<file path="src/rtl/benes_pkg.sv">
// Shared definitions for the 4-port Benes configuration scheduler.
//   N        : fabric port count
//   IDX_W    : bits per port index
//   PERM_W   : packed permutation width (N destinations of IDX_W bits)
//   SW_BITS  : number of 2x2 switches in the fabric
//   S0_0..S2_1 : bit positions of each switch inside the packed setting word
//   state_e  : scheduler FSM states
//   dest_of(): extract destination of one input from a packed permutation
package benes_pkg;

    localparam int N       = 4;
    localparam int IDX_W   = 2;
    localparam int PERM_W  = N * IDX_W;
    localparam int SW_BITS = 6;

    localparam int S0_0 = 0;   // input switch, inputs 0/1
    localparam int S0_1 = 1;   // input switch, inputs 2/3
    localparam int M_0  = 2;   // upper middle switch
    localparam int M_1  = 3;   // lower middle switch
    localparam int S2_0 = 4;   // output switch, outputs 0/1
    localparam int S2_1 = 5;   // output switch, outputs 2/3

    typedef enum logic [2:0] {
        ST_IDLE,
        ST_CHECK,
        ST_ROUTE_A,
        ST_ROUTE_B,
        ST_LOAD
    } state_e;

    function automatic logic [IDX_W-1:0] dest_of(input logic [PERM_W-1:0] perm,
                                                 input logic [IDX_W-1:0]  idx);
        return perm[{idx, 1'b0} +: IDX_W];
    endfunction

endpackage

</file>
<file path="src/rtl/benes_perm_check.sv">
// Combinational permutation checker: asserts is_perm when all N packed
// destinations are pairwise distinct. Parameterised so it can be reused
// for larger fabrics.
//   perm    in  N*IDX_W  packed destinations, entry i at [i*IDX_W +: IDX_W]
//   is_perm out 1        1 = every destination appears exactly once
module benes_perm_check #(
    parameter int N     = 4,
    parameter int IDX_W = 2
) (
    input  logic [N*IDX_W-1:0] perm,
    output logic               is_perm
);

    always_comb begin
        is_perm = 1'b1;
        for (int i = 0; i < N; i++) begin
            for (int j = i + 1; j < N; j++) begin
                if (perm[i*IDX_W +: IDX_W] == perm[j*IDX_W +: IDX_W]) begin
                    is_perm = 1'b0;
                end
            end
        end
    end

endmodule

</file>
<file path="src/rtl/benes_cfg_sched.sv">
// Configuration scheduler for the 4-port Benes fabric. Accepts a requested
// permutation, validates it, computes the six switch settings with the
// looping algorithm, stages them in a shadow register and commits them to
// the live fabric only on a frame-sync pulse.
//   clk         in   1  clock, rising edge
//   rst         in   1  synchronous active-high reset
//   perm_in     in   8  destination of input i at [2i+1:2i]
//   perm_valid  in   1  perm_in valid
//   perm_ready  out  1  request can be accepted this cycle
//   swap_sync   in   1  frame boundary; commit point for a pending config
//   sw_state    out  6  live switch settings (1 = cross)
//   cfg_valid   out  1  sw_state loaded from an accepted permutation
//   pend        out  1  shadow holds a config awaiting swap_sync
//   cfg_update  out  1  pulse: sw_state changed this cycle
//   perm_err    out  1  pulse: last accepted request was not a permutation
//
// state      | meaning
// -----------+--------------------------------------------------------
// ST_IDLE    | waiting for a request (ready only when nothing pending)
// ST_CHECK   | verify the four destinations are distinct
// ST_ROUTE_A | fix S0_0, the output switch reached by input 0, and S0_1
// ST_ROUTE_B | fix the other output switch and both middle switches
// ST_LOAD    | copy the computed settings into the shadow, raise pend
module benes_cfg_sched
    import benes_pkg::*;
(
    input  logic               clk,
    input  logic               rst,
    input  logic [PERM_W-1:0]  perm_in,
    input  logic               perm_valid,
    output logic               perm_ready,
    input  logic               swap_sync,
    output logic [SW_BITS-1:0] sw_state,
    output logic               cfg_valid,
    output logic               pend,
    output logic               cfg_update,
    output logic               perm_err
);

    state_e               state_q, state_d;
    logic [PERM_W-1:0]    perm_q, perm_d;
    logic [SW_BITS-1:0]   route_q, route_d;
    logic [SW_BITS-1:0]   shadow_q, shadow_d;
    logic [SW_BITS-1:0]   sw_state_q, sw_state_d;
    logic                 cfg_valid_q, cfg_valid_d;
    logic                 pend_q, pend_d;
    logic                 cfg_update_q, cfg_update_d;
    logic                 perm_err_q, perm_err_d;

    logic                 is_perm;
    logic                 accept;
    logic                 commit;
    logic [IDX_W-1:0]     d0, d1, d2, d3, du, partner;

    benes_perm_check #(
        .N     (N),
        .IDX_W (IDX_W)
    ) u_perm_check (
        .perm    (perm_q),
        .is_perm (is_perm)
    );

    assign d0 = dest_of(perm_q, 2'd0);
    assign d1 = dest_of(perm_q, 2'd1);
    assign d2 = dest_of(perm_q, 2'd2);
    assign d3 = dest_of(perm_q, 2'd3);

    // Output paired with d0 on the same output switch; it must arrive via
    // the lower subnet because input 0 always takes the upper one.
    assign partner = d0 ^ 2'd1;

    // Switch-1 input that ends up on the upper subnet.
    assign du = route_q[S0_1] ? d3 : d2;

    assign perm_ready = (state_q == ST_IDLE) && !pend_q;
    assign accept     = perm_valid && perm_ready;
    assign commit     = swap_sync && pend_q;

    always_comb begin
        state_d      = state_q;
        perm_d       = perm_q;
        route_d      = route_q;
        shadow_d     = shadow_q;
        sw_state_d   = sw_state_q;
        cfg_valid_d  = cfg_valid_q;
        pend_d       = pend_q;
        cfg_update_d = 1'b0;
        perm_err_d   = 1'b0;

        case (state_q)
            ST_IDLE: begin
                if (accept) begin
                    perm_d  = perm_in;
                    state_d = ST_CHECK;
                end
            end

            ST_CHECK: begin
                if (!is_perm) begin
                    perm_err_d = 1'b1;
                    state_d    = ST_IDLE;
                end else begin
                    route_d = '0;
                    state_d = ST_ROUTE_A;
                end
            end

            ST_ROUTE_A: begin
                route_d[S0_0] = 1'b0;
                if (d0[1]) begin
                    route_d[S2_1] = d0[0];
                end else begin
                    route_d[S2_0] = d0[0];
                end
                // Partner on input 1 or 3 is already on the lower subnet with
                // S0_1 straight; only input 2 needs the cross.
                route_d[S0_1] = (d2 == partner);
                state_d       = ST_ROUTE_B;
            end

            ST_ROUTE_B: begin
                // du always lands on the output switch not set in ROUTE_A.
                if (du[1]) begin
                    route_d[S2_1] = du[0];
                end else begin
                    route_d[S2_0] = du[0];
                end
                route_d[M_0] = d0[1];
                route_d[M_1] = d1[1];
                state_d      = ST_LOAD;
            end

            ST_LOAD: begin
                shadow_d = route_q;
                pend_d   = 1'b1;
                state_d  = ST_IDLE;
            end

            default: begin
                state_d = ST_IDLE;
            end
        endcase

        // Commit can occur in any state; pend is never set in the same cycle
        // because LOAD is unreachable while a config is pending.
        if (commit) begin
            sw_state_d   = shadow_q;
            pend_d       = 1'b0;
            cfg_valid_d  = 1'b1;
            cfg_update_d = 1'b1;
        end
    end

    always_ff @(posedge clk) begin
        if (rst) begin
            state_q      <= ST_IDLE;
            perm_q       <= '0;
            route_q      <= '0;
            shadow_q     <= '0;
            sw_state_q   <= '0;
            cfg_valid_q  <= 1'b0;
            pend_q       <= 1'b0;
            cfg_update_q <= 1'b0;
            perm_err_q   <= 1'b0;
        end else begin
            state_q      <= state_d;
            perm_q       <= perm_d;
            route_q      <= route_d;
            shadow_q     <= shadow_d;
            sw_state_q   <= sw_state_d;
            cfg_valid_q  <= cfg_valid_d;
            pend_q       <= pend_d;
            cfg_update_q <= cfg_update_d;
            perm_err_q   <= perm_err_d;
        end
    end

    assign sw_state   = sw_state_q;
    assign cfg_valid  = cfg_valid_q;
    assign pend       = pend_q;
    assign cfg_update = cfg_update_q;
    assign perm_err   = perm_err_q;

endmodule

</file>
<file path="config.mk">
export PLATFORM = sky130hd
export DESIGN_NAME = benes_cfg_sched
export DESIGN_NICKNAME = d
export VERILOG_FILES = /design/src/rtl/benes_pkg.sv /design/src/rtl/benes_perm_check.sv /design/src/rtl/benes_cfg_sched.sv
export SDC_FILE = /design/constraint.sdc
export NUM_CORES = 1
export LEC_CHECK = 0
export ABC_AREA = 1
export CORE_UTILIZATION = 45
export DETAILED_ROUTE_END_ITERATION = 8
export GPL_TIMING_DRIVEN = 1
export PLACE_DENSITY_LB_ADDON = 0.08
export SLEW_MARGIN = 10
export SYNTH_ARGS = -nofsm -noshare
export SYNTH_HDL_FRONTEND = slang
export SYNTH_HIERARCHICAL = 1
export SYNTH_SLANG_ARGS = --single-unit
</file>
<file path="constraint.sdc">
create_clock -name clk -period 3.4 [get_ports clk]
set_clock_uncertainty 0.15 [all_clocks]
set_input_delay 0.51 -clock clk [delete_from_list [all_inputs] [get_ports clk]]
set_output_delay 0.51 -clock clk [all_outputs]
set_load 0.01 [all_outputs]
</file>
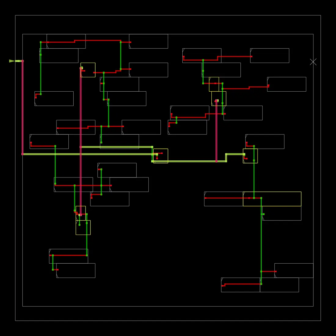
Run 1: clock nets
Power Clock: 0.276 mW
Skew-Pair Late Insertion Delay: 0.33 ns
CLK BUF: 5
Sink Count: 30

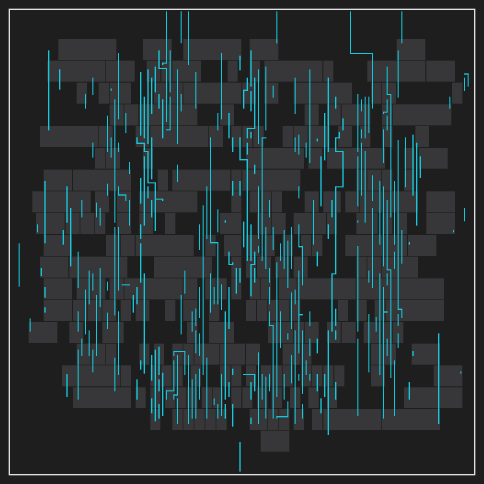
Run 1: met2 routing
(8 px per um)
The wires run mostly vertical. The longest straight run is 21.1 um. The layer holds 43% of the routed length. 186 nets have wire on it. The layer carries 1220 um of wire.

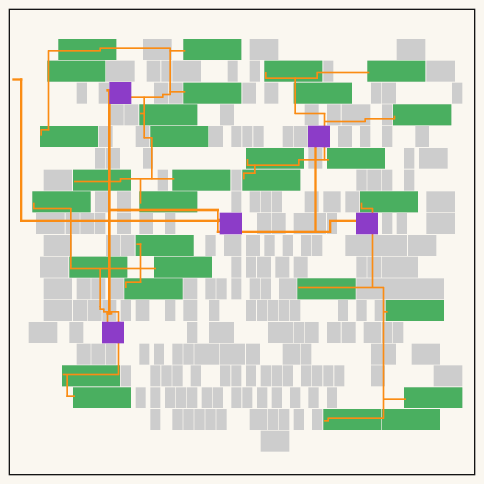
Run 1: routed clock nets over the placement
(8 px per um)
clock-net drivers: in purple, count 5. flip-flops: in green, count 30. clock wires: in orange, length 356 um.
There are 6 routed clock nets.
clock power share: 36.7%

==> metrics.csv, run 1 <==
stage,metric,value,unit
power_and_ir_drop,powerDensity,440.4,nW/um2
final_layout,largest_reg_flops,8,
grt,overflow,0,
power_and_ir_drop,p_switching,0.1949,mW
clock_network,ctsResizeCount,0,
place,place_inst,253,
clock_network,cts.reportedPaths.clkPinSlew,0.10,ns
grt,busiest_layer,met2,
power_and_ir_drop,power.internal,0.5572,mW
final_layout,final_cells,261,
synth,async_reset_ff_share,0,%
detailed_routing,met2_length,1218,um
setup_path,crit_buf_inv,2,
sta,fmax,418.3,MHz
min_path,min_path_cells,2,
grt,use_met2,29.56,%
detailed_routing,wl_per_cell,10.84,um
clock_network,cts_hold_buf,0,
final_layout,regArea,600.6,um2
setup_path,reg2reg_slack,1.63,ns
synth,netlist_top_cells_count,"nand2_1, dfxtp_1, inv_1, o21ai_0, nand3_1",
synth,yosys.area.top_type_share,42.59,%
setup_path,reg2reg_depth,14,
setup_path,cp_slowest_cell,clkdlybuf4s50_1,
final_layout,seq_share,35.16,%
clock_network,htree_levels,2,
detailed_routing,drcViolationCount,1,
outcome,status,"complete, but fails checks",
sta,fin_worst_hold_slack,0.3032,ns
setup_path,critPathArrivalTime,1.73,ns
grt,grt_first_pass_wirelength,4816,um
power_and_ir_drop,p_seq_share,50.7,%
final_layout,fin_area,1708,um2
power_and_ir_drop,p_leak,0.7263,nW
outcome,violations,DRC,
final_layout,lay_top_count,nand2_1,
floorplanning,ios,23,
floorplanning,core,2853,um2
==> inputs of run 2 (changes only) <==
==> constraint.sdc (replaced) <==
create_clock -name clk -period 2.35 [get_ports clk]
set_clock_uncertainty 0.15 [all_clocks]
set_input_delay 0.3525 -clock clk [delete_from_list [all_inputs] [get_ports clk]]
set_output_delay 0.3525 -clock clk [all_outputs]
set_load 0.01 [all_outputs]
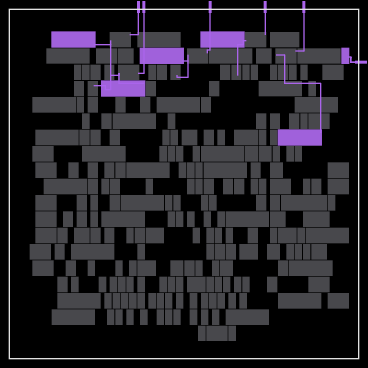
Run 2: port wiring
(6 px per um)
`sw_state`: in purple, bits 6, direction output, edge 5 north, 1 east, end cells 6, buffers 5, wire 93.8 um.

==> run 2 against run 1 <==
Effect of this change: the flow still finishes with violations (DRC); synthesized area did not move; sequential share of layout area rose by 0.21 points; critical path depth did not move; sequential power rose by 45%; clock power rose by 17%; synthesized cell count did not move; power rose by 34%; clock-buffer cell count rose by 2; die area did not move; non-clock buffer count rose by 1; final area fell by 0.59%.
==> metrics.csv, run 2 <==
stage,metric,value,unit,change
synth,yosys.area.top_type_share,42.59,%,unchanged
detailed_routing,drcViolationCount,1,,unchanged
power_and_ir_drop,power.internal,0.7317,mW,was 0.5572 mW
final_layout,regArea,600.6,um2,unchanged
clock_network,ctsResizeCount,0,,unchanged
final_layout,seq_share,35.37,%,was 35.16%
min_path,holdPathEnd,cfg_valid$_SDFFE_PP0P_,,was sw_state[5]$_SDFFE_PP0P_
clock_network,cts.reportedPaths.clkPinSlew,0.09,ns,was 0.10 ns
floorplanning,core,2853,um2,unchanged
setup_path,crit_buf_inv,2,,unchanged
final_layout,final_cells,262,,was 261
setup_path,reg2reg_slack,0.59,ns,was 1.63 ns
sta,fin_worst_hold_slack,0.3047,ns,was 0.3032 ns
clock_network,htree_levels,2,,unchanged
setup_path,critPathArrivalTime,1.69,ns,was 1.73 ns
place,place_inst,254,,was 253
clock_network,worstSkewPairLatency,0.34,ns,was 0.33 ns
setup_path,reg2reg_depth,14,,unchanged
power_and_ir_drop,p_clk,0.322,mW,was 0.276 mW
final_layout,n_clock_buffer,7,,was 5
grt,grt_first_pass_wirelength,4671,um,was 4816 um
clock_network,clkSinkCount,30,,unchanged
grt,busiest_layer,met2,,unchanged
floorplanning,ios,23,,unchanged
setup_path,cp_slowest_cell,clkdlybuf4s50_1,,unchanged
synth,logic_family,simple AND/OR/NAND/NOR gates,,unchanged
power_and_ir_drop,p_switching,0.2793,mW,was 0.1949 mW
final_layout,largest_reg_flops,8,,unchanged
outcome,status,"complete, but fails checks",,unchanged
sta,fmax,456.5,MHz,
clock_network,cts_hold_buf,0,,unchanged
synth,netlist_top_cells_count,"nand2_1, dfxtp_1, inv_1, o21ai_0, nand3_1",,unchanged
power_and_ir_drop,powerDensity,595.5,nW/um2,was 440.4 nW/um2
outcome,violations,DRC,,unchanged
power_and_ir_drop,p_leak,0.7214,nW,was 0.7263 nW
power_and_ir_drop,p_seq_share,54.5,%,was 50.7%
grt,overflow,0,,unchanged
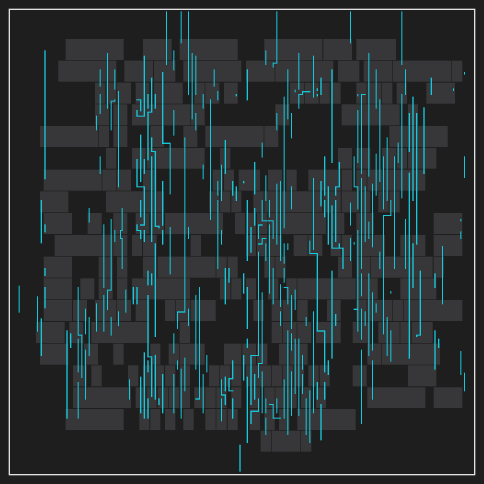
Run 2: met2 routing
(8 px per um)
177 nets have wire on it. The layer holds 43% of the routed length. The longest straight run is 23.1 um. The wires run mostly vertical.
met2 usage: 28.57%
via count: 1266
Total Wirelength: 2846 um

Power is estimated from default activity; no workload was simulated.
